`src/rtl/uart_tx_cfg_if.sv`:
```
// Write-side bus of the buffered UART transmitter.
//   P_DATA     : word to transmit
//   Data_Valid : write strobe, one word per accepted cycle
//   fifo_full  : buffer holds FIFO_DEPTH words, writes are refused
//   overrun    : one-cycle pulse after a write was refused
// master = producer of words, slave = the transmitter.
interface uart_tx_cfg_if #(
  parameter int DATA_WIDTH = 8
);
  logic [DATA_WIDTH-1:0] P_DATA;
  logic                  Data_Valid;
  logic                  fifo_full;
  logic                  overrun;

  modport master (output P_DATA, Data_Valid, input fifo_full, overrun);
  modport slave  (input P_DATA, Data_Valid, output fifo_full, overrun);
endinterface

```
`src/rtl/uart_tx_cfg.sv`:
```
// Buffered, parametrised UART transmitter. Words are written into a small
// FIFO and serialised LSB-first: start bit, DATA_WIDTH data bits, optional
// parity, one or two stop bits, PRESCALE clocks per bit.
// Ports:
//   CLK, RST  : clock, asynchronous active-low reset
//   bus       : write bus (P_DATA, Data_Valid in; fifo_full, overrun out)
//   PAR_EN    : insert parity bit after data
//   PAR_TYP   : 0 = even, 1 = odd parity
//   STOP2     : 1 = two stop bits
//   PRESCALE  : clocks per bit (0 and 1 both mean 1)
//   TX_OUT    : serial line, idle high, registered
//   busy      : frame in progress or FIFO non-empty
module uart_tx_cfg #(
  parameter int DATA_WIDTH = 8,
  parameter int FIFO_DEPTH = 4,
  parameter int PRESC_W    = 8
) (
  input  logic               CLK,
  input  logic               RST,
  uart_tx_cfg_if.slave       bus,
  input  logic               PAR_EN,
  input  logic               PAR_TYP,
  input  logic               STOP2,
  input  logic [PRESC_W-1:0] PRESCALE,
  output logic               TX_OUT,
  output logic               busy
);
  localparam int AW = (FIFO_DEPTH > 1) ? $clog2(FIFO_DEPTH) : 1;
  localparam int CW = $clog2(FIFO_DEPTH + 1);
  localparam int BW = $clog2(DATA_WIDTH);

  typedef enum logic [2:0] {IDLE, START, DATA, PARITY, STOP} state_t;

  // ---------------- FIFO ----------------
  logic [DATA_WIDTH-1:0] mem [FIFO_DEPTH];
  logic [AW-1:0]         wr_ptr, rd_ptr;
  logic [CW-1:0]         count;
  logic                  full, nempty, push, pop;
  logic                  overrun_q;

  assign full   = (count == CW'(FIFO_DEPTH));
  assign nempty = (count != '0);
  // fullness is judged on the current count, so a same-cycle pop never
  // makes room for a write
  assign push   = bus.Data_Valid & ~full;

  assign bus.fifo_full = full;
  assign bus.overrun   = overrun_q;

  always_ff @(posedge CLK) begin
    if (push) mem[wr_ptr] <= bus.P_DATA;
  end

  // pointers wrap naturally since FIFO_DEPTH is a power of two
  always_ff @(posedge CLK or negedge RST) begin
    if (!RST) begin
      wr_ptr    <= '0;
      rd_ptr    <= '0;
      count     <= '0;
      overrun_q <= 1'b0;
    end else begin
      if (push) wr_ptr <= wr_ptr + AW'(1);
      if (pop)  rd_ptr <= rd_ptr + AW'(1);
      count     <= count + CW'(push) - CW'(pop);
      overrun_q <= bus.Data_Valid & full;
    end
  end

  // ---------------- serialiser ----------------
  state_t                state;
  logic [DATA_WIDTH-1:0] shreg;
  logic                  par_bit, par_en_lat, stop2_lat, stop_idx;
  logic [PRESC_W-1:0]    p_lat, presc_cnt;
  logic [BW-1:0]         bit_cnt;
  logic                  tick, last_stop;

  assign tick      = (presc_cnt == p_lat - PRESC_W'(1));
  assign last_stop = ~stop2_lat | stop_idx;
  // pop when idle, or at the very end of the last stop bit so the next
  // start bit follows with no gap
  assign pop       = nempty & ((state == IDLE) |
                               ((state == STOP) & tick & last_stop));

  assign busy = (state != IDLE) | nempty;

  always_ff @(posedge CLK or negedge RST) begin
    if (!RST) begin
      state      <= IDLE;
      TX_OUT     <= 1'b1;
      shreg      <= '0;
      par_bit    <= 1'b0;
      par_en_lat <= 1'b0;
      stop2_lat  <= 1'b0;
      stop_idx   <= 1'b0;
      p_lat      <= PRESC_W'(1);
      presc_cnt  <= '0;
      bit_cnt    <= '0;
    end else if (pop) begin
      // word and frame configuration are frozen for the whole frame
      shreg      <= mem[rd_ptr];
      par_bit    <= PAR_TYP ? ~^mem[rd_ptr] : ^mem[rd_ptr];
      par_en_lat <= PAR_EN;
      stop2_lat  <= STOP2;
      p_lat      <= (PRESCALE > PRESC_W'(1)) ? PRESCALE : PRESC_W'(1);
      presc_cnt  <= '0;
      bit_cnt    <= '0;
      stop_idx   <= 1'b0;
      state      <= START;
      TX_OUT     <= 1'b0;
    end else if (state != IDLE) begin
      if (!tick) begin
        presc_cnt <= presc_cnt + PRESC_W'(1);
      end else begin
        presc_cnt <= '0;
        case (state)
          START: begin
            state  <= DATA;
            TX_OUT <= shreg[0];
          end
          DATA: begin
            if (bit_cnt == BW'(DATA_WIDTH - 1)) begin
              stop_idx <= 1'b0;
              if (par_en_lat) begin
                state  <= PARITY;
                TX_OUT <= par_bit;
              end else begin
                state  <= STOP;
                TX_OUT <= 1'b1;
              end
            end else begin
              bit_cnt <= bit_cnt + BW'(1);
              shreg   <= shreg >> 1;
              TX_OUT  <= shreg[1];
            end
          end
          PARITY: begin
            state    <= STOP;
            stop_idx <= 1'b0;
            TX_OUT   <= 1'b1;
          end
          STOP: begin
            // the non-empty end-of-stop case is taken by the pop branch
            if (!last_stop) begin
              stop_idx <= 1'b1;
            end else begin
              state  <= IDLE;
              TX_OUT <= 1'b1;
            end
          end
          default: begin
            state  <= IDLE;
            TX_OUT <= 1'b1;
          end
        endcase
      end
    end
  end
endmodule

```
`src/flat_wrapper.sv`:
```
// flat-port wrapper written by rule: the top's interface ports become plain ports
module uart_tx_cfg_flat 
#(
  parameter int DATA_WIDTH = 8,
  parameter int FIFO_DEPTH = 4,
  parameter int PRESC_W    = 8
)
  (CLK, RST, PAR_EN, PAR_TYP, STOP2, PRESCALE, TX_OUT, busy, bus_P_DATA, bus_Data_Valid, bus_fifo_full, bus_overrun);
  uart_tx_cfg_if #(.DATA_WIDTH(DATA_WIDTH)) bus_i ();
  input  logic CLK;
  input  logic RST;
  input  logic PAR_EN;
  input  logic PAR_TYP;
  input  logic STOP2;
  input  logic [PRESC_W-1:0] PRESCALE;
  output logic TX_OUT;
  output logic busy;
  input wire logic [$bits(bus_i.P_DATA)-1:0] bus_P_DATA;
  input wire logic [$bits(bus_i.Data_Valid)-1:0] bus_Data_Valid;
  output wire logic [$bits(bus_i.fifo_full)-1:0] bus_fifo_full;
  output wire logic [$bits(bus_i.overrun)-1:0] bus_overrun;
  assign bus_i.P_DATA = bus_P_DATA;
  assign bus_i.Data_Valid = bus_Data_Valid;
  assign bus_fifo_full = bus_i.fifo_full;
  assign bus_overrun = bus_i.overrun;
  uart_tx_cfg #(.DATA_WIDTH(DATA_WIDTH), .FIFO_DEPTH(FIFO_DEPTH), .PRESC_W(PRESC_W)) u_core (.CLK(CLK), .RST(RST), .bus(bus_i), .PAR_EN(PAR_EN), .PAR_TYP(PAR_TYP), .STOP2(STOP2), .PRESCALE(PRESCALE), .TX_OUT(TX_OUT), .busy(busy));
endmodule
```
`config.mk`:
```
export PLATFORM = sky130hd
export DESIGN_NAME = uart_tx_cfg_flat
export DESIGN_NICKNAME = d
export VERILOG_FILES = /design/src/rtl/uart_tx_cfg_if.sv /design/src/rtl/uart_tx_cfg.sv /design/src/flat_wrapper.sv
export SDC_FILE = /design/constraint.sdc
export NUM_CORES = 1
export LEC_CHECK = 0
export ABC_CLOCK_PERIOD_IN_PS = 7000
export CORE_ASPECT_RATIO = 2
export CORE_MARGIN = 3
export CORE_UTILIZATION = 23
export CTS_CLUSTER_SIZE = 40
export DETAILED_ROUTE_END_ITERATION = 6
export GPL_TIMING_DRIVEN = 0
export SYNTH_ARGS = -nofsm -noshare
export SYNTH_HDL_FRONTEND = slang
export SYNTH_SLANG_ARGS = --single-unit
```
`constraint.sdc`:
```
create_clock -name CLK -period 7 [get_ports CLK]
set_input_delay 1.05 -clock CLK [delete_from_list [all_inputs] [get_ports CLK]]
set_output_delay 1.05 -clock CLK [all_outputs]
set_load 0.05 [all_outputs]
```
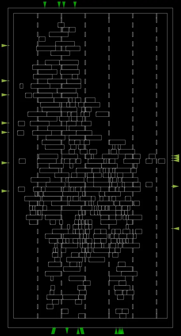
**Above:** cell outlines without signal wires.
registers: 75
# rows: 65
# fillers: 1658

==> run notes <==
run metrics: worst r2r src u_core.p_lat[0], syn avg cell area 13.3 µm², RSZ-0062 raised after global routing false, Slew HR 0.346, H-tree Lvls 3, Vias per Instance 4.57, worst hold start u_core.bit_cnt[1], CP max stage delay 720 ps, vias in the first global route 2643, CTS Hold Bufs 0, fraction of area in registers 0.449, post-layout util 0.288, mapped cell area 3700 µm², EDFF count, synth 32, worst reg2reg path depth 13, number of signal-net buffers in the layout 36, global-route wire length before repair 13000 µm, Final Max Tran Viols 0, YS chip area 3700 µm², status finished, final reports clean, max-cap violation count 0, pre-CTS setup slack 3340 ps, Largest cell class flip-flops and latches, fraction of registers with async set or reset after synthesis 0.573, Top FF cell, synth dfrtp_1, Comb/total area 0.344, inverters 11, #FFs+latches synth 75, CTS tree built, post-layout period usage 0.520, DP Area 4210 µm², Worst-Skew Late Latency 340 ps, Least-Margin Pin Slew 968 ps, met3 WL 218 µm, port bufs 25, n_diodes 0, clk_buf instances 9, Critical path origin u_core.p_lat[0], Routed WL 7740 µm, Synth Seq Share 0.552, final cell count without fillers 522, cells after synthesis 279, synth unique cells 54, non-clock buffer area fraction after layout 0.0703, clk tree area frac 0.0719, Nets 348, final instance area 4540 µm², Crit path max-delay family simple AND/OR/NAND/NOR gates, met2 usage 0.183, wire length per cell 14.8 µm, Worst Setup Path Type reg -> reg, R2R Setup Slk 3360 ps, Min-Delay Path Class reg -> reg, critical path endpoint category register, layer with the highest usage met2, Leak Pwr 1.69 nW, setup TNS 0 ps, slowest CP cell nor4_1, worst reg2reg path endpoint u_core.count[2], final worst-path setup slack 3360 ps, number of well taps 201
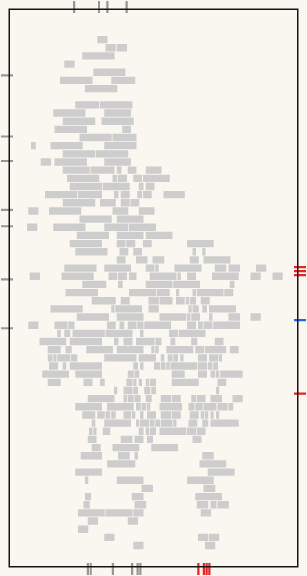
**Above:** ports around the boundary.
Drawn at 3 px/µm. Pins as bars across the die edge, other pins in grey.
`busy`: marked blue, pins 1, direction output, edge right. `PRESCALE`: marked red, pins 8, direction input, edge 4 right, 4 bottom.
All pins by edge: 10 bottom, 7 left, 5 right, 4 top.

-- power by group --
part | switching, mW | internal, mW | leakage, nW
Combinational | 0.539 | 0.465 | 0.723
Clock | 0.189 | 0.314 | 0.152
Sequential | 0.113 | 0.612 | 0.819
Total | 0.841 | 1.39 | 1.69
-- registers in the layout (all words and copies together) (netlist names), 2 cells and up --
register,count
u_core.mem,32
u_core.p_lat,8
u_core.presc_cnt,8
u_core.shreg,8
u_core.bit_cnt,3
u_core.count,3
u_core.state,3
u_core.rd_ptr,2
u_core.wr_ptr,2
-- Yosys cell counts, types with 3 or more instances --
| master | count | share of area |
|---|---|---|
| a2bb2oi_1 | 3 | 0.0071 |
| dfrtp_1 | 41 | 0.28 |
| o22a_1 | 7 | 0.017 |
| xnor2_1 | 19 | 0.045 |
| mux2_1 | 9 | 0.027 |
| nand2_1 | 9 | 0.0091 |
| o22ai_1 | 3 | 0.0051 |
| mux4_2 | 8 | 0.049 |
| nand3_1 | 8 | 0.011 |
| inv_1 | 11 | 0.011 |
| o21ai_0 | 14 | 0.019 |
| clkbuf_1 | 4 | 0.0041 |
| nor3_1 | 7 | 0.0095 |
| edfxtp_1 | 32 | 0.26 |
| ha_1 | 9 | 0.030 |
| a2bb2oi_2 | 4 | 0.016 |
| nor4_1 | 4 | 0.0068 |
| buf_1 | 3 | 0.0030 |
| and2_1 | 5 | 0.0085 |
| nor2b_1 | 3 | 0.0051 |
| nor2_1 | 17 | 0.017 |
| mux2_2 | 4 | 0.012 |
| xor2_1 | 12 | 0.028 |
-- kinds of logic after synthesis --
kind of cell,count (synthesis),share of synthesized area
flops,75,0.552
simple gates,68,0.101
compound gates,52,0.122
xor+xnor,31,0.0734
mux,22,0.0910
buf+inv,21,0.0257
fa+ha+maj,10,0.0359
No activity file was given, so power comes from the tool's default toggle rates.
